--- config.mk ---
export PLATFORM = sky130hd
export DESIGN_NAME = dibit_frame_rx
export DESIGN_NICKNAME = d
export VERILOG_FILES = /design/src/rtl/dibit_frame_pkg.sv /design/src/rtl/dibit_word_fifo.sv /design/src/rtl/dibit_frame_rx.sv
export SDC_FILE = /design/constraint.sdc
export NUM_CORES = 1
export LEC_CHECK = 0
export ABC_CLOCK_PERIOD_IN_PS = 1900
export CAP_MARGIN = 20
export CORE_UTILIZATION = 45
export CTS_BUF_LIST = sky130_fd_sc_hd__clkbuf_8
export DETAILED_ROUTE_END_ITERATION = 12
export PLACE_DENSITY = 0.68
export SLEW_MARGIN = 30
export SYNTH_ARGS = -nofsm -noshare
export SYNTH_HDL_FRONTEND = slang
export SYNTH_SLANG_ARGS = --single-unit
--- constraint.sdc ---
create_clock -name clk -period 1.9 [get_ports clk]
set_input_delay 0.475 -clock clk [delete_from_list [all_inputs] [get_ports clk]]
set_output_delay 0.475 -clock clk [all_outputs]
set_load 0.005 [all_outputs]
--- src/rtl/dibit_frame_pkg.sv ---
// Shared definitions for the dibit frame receiver: FSM states and tag field layout.
// No logic; constants and types only.
// Imported by dibit_frame_rx and dibit_word_fifo users.
package dibit_frame_pkg;

   // Word assembly state: waiting for a start-of-word, or collecting symbols
   typedef enum logic {
      IDLE    = 1'b0,
      COLLECT = 1'b1
   } state_t;

   // Tag field layout: d[SOF_BIT] marks start-of-word, d[SEQ_LSB +: SEQ_W] is the sequence number
   localparam int SOF_BIT = 2;
   localparam int SEQ_LSB = 0;
   localparam int SEQ_W   = 2;

   // Width of one data symbol
   localparam int SYM_W   = 2;

endpackage

--- src/rtl/dibit_word_fifo.sv ---
// Synchronous word FIFO with full/empty flags and an occupancy counter.
// Latency: a pushed word is visible at the head one cycle after the push edge.
// Backpressure: push on full is ignored unless a pop happens in the same cycle.
module dibit_word_fifo #(
   parameter int WIDTH = 4,
   parameter int DEPTH = 4
) (
   input  logic             clk,
   input  logic             rst,
   input  logic             push_i,
   input  logic [WIDTH-1:0] push_dat_i,
   input  logic             pop_i,
   output logic [WIDTH-1:0] head_dat_o,
   output logic             full_o,
   output logic             empty_o
);

   localparam int AW = $clog2(DEPTH);

   logic [WIDTH-1:0] mem_q [DEPTH];
   logic [AW-1:0]    wr_ptr_q;
   logic [AW-1:0]    rd_ptr_q;
   logic [AW:0]      count_q;
   logic             wr_en;
   logic             rd_en;

   assign full_o  = (count_q == (AW+1)'(DEPTH));
   assign empty_o = (count_q == '0);

   // A pop frees a slot in the same cycle, so push on full succeeds when paired with a pop
   assign rd_en = pop_i & ~empty_o;
   assign wr_en = push_i & (~full_o | rd_en);

   // Head is forced to zero while empty so the output never shows stale or unwritten data
   assign head_dat_o = empty_o ? '0 : mem_q[rd_ptr_q];

   // Storage array; contents only matter when covered by the occupancy count
   always_ff @(posedge clk) begin
      if (wr_en) begin
         mem_q[wr_ptr_q] <= push_dat_i;
      end
   end

   // Pointer and occupancy tracking; pointers wrap naturally since DEPTH is a power of 2
   always_ff @(posedge clk or posedge rst) begin
      if (rst) begin
         wr_ptr_q <= '0;
         rd_ptr_q <= '0;
         count_q  <= '0;
      end else begin
         if (wr_en) begin
            wr_ptr_q <= wr_ptr_q + 1'b1;
         end
         if (rd_en) begin
            rd_ptr_q <= rd_ptr_q + 1'b1;
         end
         case ({wr_en, rd_en})
            2'b10:   count_q <= count_q + (AW+1)'(1);
            2'b01:   count_q <= count_q - (AW+1)'(1);
            default: count_q <= count_q;
         endcase
      end
   end

endmodule

--- src/rtl/dibit_frame_rx.sv ---
// Reassembles strobed 2-bit symbols into words, queues them and hands them out on valid/ready.
// Latency: a word appears on f one cycle after the edge that samples its last symbol.
// Backpressure: input side never stalls; a full FIFO without a same-cycle pop drops the word and pulses err_ovf.
// Build option: define DIBIT_FRAME_RX_SEQ_CHECK_EN to enable d[1:0] sequence-number checking.
module dibit_frame_rx
   import dibit_frame_pkg::*;
#(
   parameter int SYMS_PER_WORD = 2,
   parameter int FIFO_DEPTH    = 4
) (
   input  logic                          clk,
   input  logic                          rst,
   input  logic                          c,
   input  logic [2:0]                    d,
   input  logic [SYM_W-1:0]              e,
   output logic [SYM_W*SYMS_PER_WORD-1:0] f,
   output logic                          f_valid,
   input  logic                          f_ready,
   output logic                          err_seq,
   output logic                          err_ovf,
   output logic                          busy
);

   localparam int W     = SYM_W * SYMS_PER_WORD;
   // Symbol index never exceeds 7 (SYMS_PER_WORD <= 8)
   localparam int CNT_W = 3;
   localparam logic [CNT_W-1:0] LAST_IDX = CNT_W'(SYMS_PER_WORD - 1);

   state_t           state_q;
   logic [CNT_W-1:0] cnt_q;
   logic [W-1:0]     word_q;
   logic             err_seq_q;
   logic             err_ovf_q;

   logic             sof;
   logic             seq_start_ok;
   logic             seq_next_ok;
   logic             last_sym;
   logic             word_done;
   logic [W-1:0]     start_word_d;
   logic [W-1:0]     word_d;
   logic             fifo_full;
   logic             fifo_empty;
   logic             pop;

   assign sof      = d[SOF_BIT];
   assign last_sym = (cnt_q == LAST_IDX);

`ifdef DIBIT_FRAME_RX_SEQ_CHECK_EN
   logic [SEQ_W-1:0] seq;
   assign seq          = d[SEQ_LSB +: SEQ_W];
   // Sequence number is the symbol index mod 4, so it wraps 3->0 on long words
   assign seq_start_ok = (seq == '0);
   assign seq_next_ok  = (seq == cnt_q[SEQ_W-1:0]);
`else
   // Only the start-of-word bit frames words; the sequence field is ignored
   logic unused_seq;
   assign unused_seq   = ^d[SEQ_LSB +: SEQ_W];
   assign seq_start_ok = 1'b1;
   assign seq_next_ok  = 1'b1;
`endif

   // Candidate word contents: a fresh word holding only slot 0, or the current word with slot cnt filled
   always_comb begin
      start_word_d = '0;
      start_word_d[SYM_W-1:0] = e;
      word_d = word_q;
      for (int i = 0; i < SYMS_PER_WORD; i++) begin
         if (cnt_q == CNT_W'(i)) begin
            word_d[i*SYM_W +: SYM_W] = e;
         end
      end
   end

   // The final in-sequence symbol completes the word; it is pushed on this same edge
   assign word_done = c & (state_q == COLLECT) & ~sof & seq_next_ok & last_sym;

   assign f_valid = ~fifo_empty;
   assign pop     = f_valid & f_ready;

   // Word assembly FSM with registered busy/err_seq
   always_ff @(posedge clk or posedge rst) begin
      if (rst) begin
         state_q   <= IDLE;
         cnt_q     <= '0;
         word_q    <= '0;
         err_seq_q <= 1'b0;
      end else begin
         err_seq_q <= 1'b0;
         if (c) begin
            case (state_q)
               IDLE: begin
                  if (sof && seq_start_ok) begin
                     word_q  <= start_word_d;
                     cnt_q   <= CNT_W'(1);
                     state_q <= COLLECT;
                  end else begin
                     // Stray symbol outside a word, or a start tag with a nonzero sequence number
                     err_seq_q <= 1'b1;
                  end
               end
               COLLECT: begin
                  if (sof) begin
                     // Premature start: the partial word is abandoned
                     err_seq_q <= 1'b1;
                     if (seq_start_ok) begin
                        word_q <= start_word_d;
                        cnt_q  <= CNT_W'(1);
                     end else begin
                        cnt_q   <= '0;
                        state_q <= IDLE;
                     end
                  end else if (seq_next_ok) begin
                     if (last_sym) begin
                        cnt_q   <= '0;
                        state_q <= IDLE;
                     end else begin
                        word_q <= word_d;
                        cnt_q  <= cnt_q + CNT_W'(1);
                     end
                  end else begin
                     err_seq_q <= 1'b1;
                     cnt_q     <= '0;
                     state_q   <= IDLE;
                  end
               end
               default: begin
                  cnt_q   <= '0;
                  state_q <= IDLE;
               end
            endcase
         end
      end
   end

   // Overflow pulse: a completed word found the FIFO full with no pop to make room
   always_ff @(posedge clk or posedge rst) begin
      if (rst) begin
         err_ovf_q <= 1'b0;
      end else begin
         err_ovf_q <= word_done & fifo_full & ~pop;
      end
   end

   dibit_word_fifo #(
      .WIDTH (W),
      .DEPTH (FIFO_DEPTH)
   ) u_fifo (
      .clk        (clk),
      .rst        (rst),
      .push_i     (word_done),
      .push_dat_i (word_d),
      .pop_i      (pop),
      .head_dat_o (f),
      .full_o     (fifo_full),
      .empty_o    (fifo_empty)
   );

   assign busy    = (state_q == COLLECT);
   assign err_seq = err_seq_q;
   assign err_ovf = err_ovf_q;

endmodule

**Signal wires on met1**

Supply wires on this layer in grey.
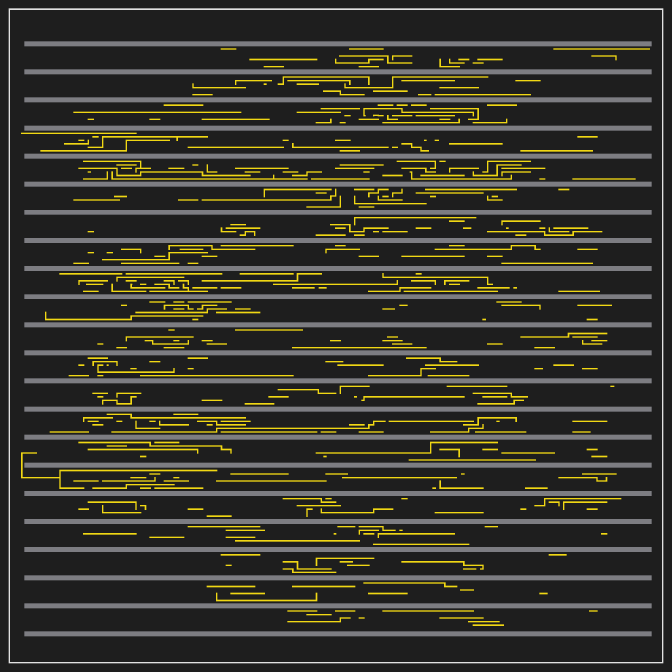
- main direction: horizontal
- nets with wire on the layer: 180
- wire length on this layer: 1500 µm
- longest straight run: 18.9 µm
Total Wirelength: 3.30 mm
met1 routing resource usage after global routing: 26.0%
DR vias: 1201

**Cell area per tile**

The die is cut into 6 by 6 equal tiles; white is low, dark blue is high, 0 to 100% covered.
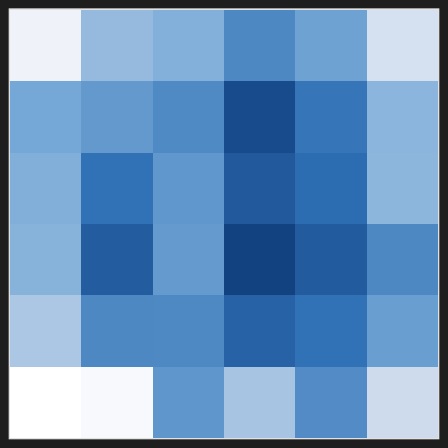
- mean over tiles: 55%
- tiles over 75% full: 19%
- fullest tile: 93%
- emptiest ninth of the die: bottom left
- nearly empty tiles: 2.8%
- densest ninth of the die: middle
Core Region: 3470 µm²
post-layout util: 64.4%
initial core utilization: 48.4%

**Track usage over the die**

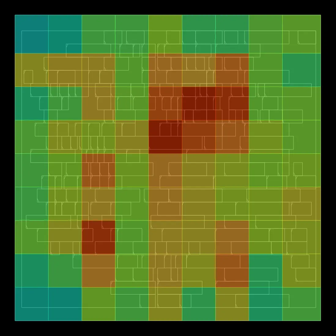
global routing met3 resource utilization: 5.43%
average wire per standard cell: 14.3 µm
global routing usage on met2: 30.4%
Overall Global Routing Usage: 19.9%
global-route layer with the greatest usage: met2

==> run notes <==
Status on the layout run. In this run, the synthesized area fraction spent on AND-OR/OR-AND gates is recorded as 11.8%. Looking at the cell usage after synthesis, the top flip-flop cell is sky130_fd_sc_hd__dfrtp_1. The via count of the first global-routing pass came to roughly 1200. The commonest cells after synthesis are sky130_fd_sc_hd__dfrtp_1 (17), sky130_fd_sc_hd__edfxtp_1 (16), sky130_fd_sc_hd__nand2_1 (10), sky130_fd_sc_hd__inv_1 (9), sky130_fd_sc_hd__and2_1 (8). In this run the horizontal extent of the chip is about 63 µm. Looking at the clock tree report, the root buffer type is sky130_fd_sc_hd__clkbuf_8. Number of design-rule violations left by the first detailed-router iteration landed at 52.

STA lists the maximum fanout along the critical path as 5. Signal routing reaches up to met4. 17 I/O pins were placed. Setup repair after global routing could not meet its margin everywhere. According to the timing report, the arrival time at the worst endpoint equals 1570 ps. Per the area breakdown, the dominant cell category is sequential cells. Hold repair after CTS inserted 0 buffers. Internal power summed over all cells landed at 0.00187 W. The path with the worst hold slack has its endpoint at busy$_DFFE_PP0P_. In this run the register-to-register setup slack is -30 ps. Number of vias per cell after detailed routing landed at just over 5. Number of setup buffers added after CTS landed at 3. According to the hold report, the worst path is of the primary input to register type. Remaining number of nets flagged by the antenna check after routing landed at 0.

Counting the inverters off the clock network in the layout gives 9. The checks that failed: negative setup slack. Total placed cells including tap cells landed at 220.

The CTS report gives the tree buffer count as 5. The final timing report lists a max-slew violation count of 0. 0 antenna diodes ended up in the layout. Number of nets in the layout landed at 200. Summing the areas of all and, or, nand and nor instances in the mapped netlist gives 14.7% of the synthesized area. The largest individual stage delay along the critical path comes from the cell sky130_fd_sc_hd__mux4_2. Total power per unit cell area landed at between 1000 and 1500 nW/µm². Detailed placement reports a standard cell area of 2090 µm². Number of port buffers landed at 14. Adder-cell area share of the yosys netlist landed at 5.66%.

Across the whole layout, storage elements account for 907 µm². Logic area landed at 764 µm². The first detailed-routing pass took 4 iterations. Number of combinational gates with multiple inputs landed at about 89. STA classifies the critical path startpoint as a register. Adding up every negative setup slack in the final design gives -486 ps. According to the CTS report, the clock sink count is 33. Summing all multiplexer cells gives an area fraction of slightly below 9%. Layout overhead on the synthesized area landed at 32.8%. The final power report lists total power as around 0.0028 W. Leakage power landed at 0.945 nW. Yosys synthesis chip area landed at 1680 µm². After layout, the buffer instance count without clock buffers stands at roughly 46. Number of endpoints failing setup at the final stage landed at 6. Area of the die landed at 3980 µm². By area the synthesized netlist is led by sky130_fd_sc_hd__edfxtp_1 (29%), sky130_fd_sc_hd__dfrtp_1 (25%), sky130_fd_sc_hd__mux4_2 (5.4%).

Wire length of the first global-routing pass landed at 5.91 mm. Of the combinational cells, the family taking the most area is simple AND/OR/NAND/NOR gates. Post-route fraction of the period consumed by the critical path landed at 108%. The worst hold path begins at d[2].

Yosys instantiated no cell more often than sky130_fd_sc_hd__dfrtp_1. The registers reported with the highest flop counts are u_fifo.mem_q: 16 flops, word_q: 4 flops. In this run the vertical extent of the chip is 63.1 µm. The flow inserted 46 tap cells. For reference, XOR and XNOR gates occupy 2.08% of the area reported after synthesis. Maximum resistive drop on vdd landed at 0.448 mV.

STA classifies the critical path endpoint as a primary output. In this run the tightest slew margin relative to its limit is 77.7%. Share of flip-flops with an asynchronous set or reset after synthesis landed at between 50% and 60%.

Per STA, the highest per-stage delay on the worst path measures 480 ps. Total sequential power landed at around 0.0010 W. At the worst endpoint, the required time is ~1400 ps.

Traced cell by cell, the critical path runs through buf_6 > mux4_2 > and2_4 > buf_6. Design area landed at ~2200 µm². Total congestion overflow landed at 0. The synthesis log from Yosys contains 0 warnings. Summed over all nets, wire length on met2 after detailed routing comes to ~1.6 mm. Number of enable flip-flop cells landed at 16. Switching power landed at 0.000904 W.

In the final layout, clock buffers and inverters account for 3.64% of the cell area. Total clock network power landed at 0.000493 W. The flow ran to the end, but the final reports show violations. Logic gate share of total power landed at 46.3%. The detailed router put a total of 1.50 mm of wire on met1. Non-clock buffers make up about 17% of the layout cell area. Across the run, the number of max-cap violations was 0. sky130_fd_sc_hd__edfxtp_1 takes more of the synthesized area than any other cell. For the combinational group, total power comes out at 0.00128 W.

All stages included, the depth of the critical timing path comes to 4. According to the timing report, the critical path is captured at f[2]. TritonCTS built the clock tree. Once routing completed, OpenROAD measured the worst setup slack at -145 ps.

Sequential cell count of the final layout landed at 33. The finished layout holds approximately 230 standard cells, fillers aside.
Power figures rest on the tool's default switching activity, not on a simulated workload.
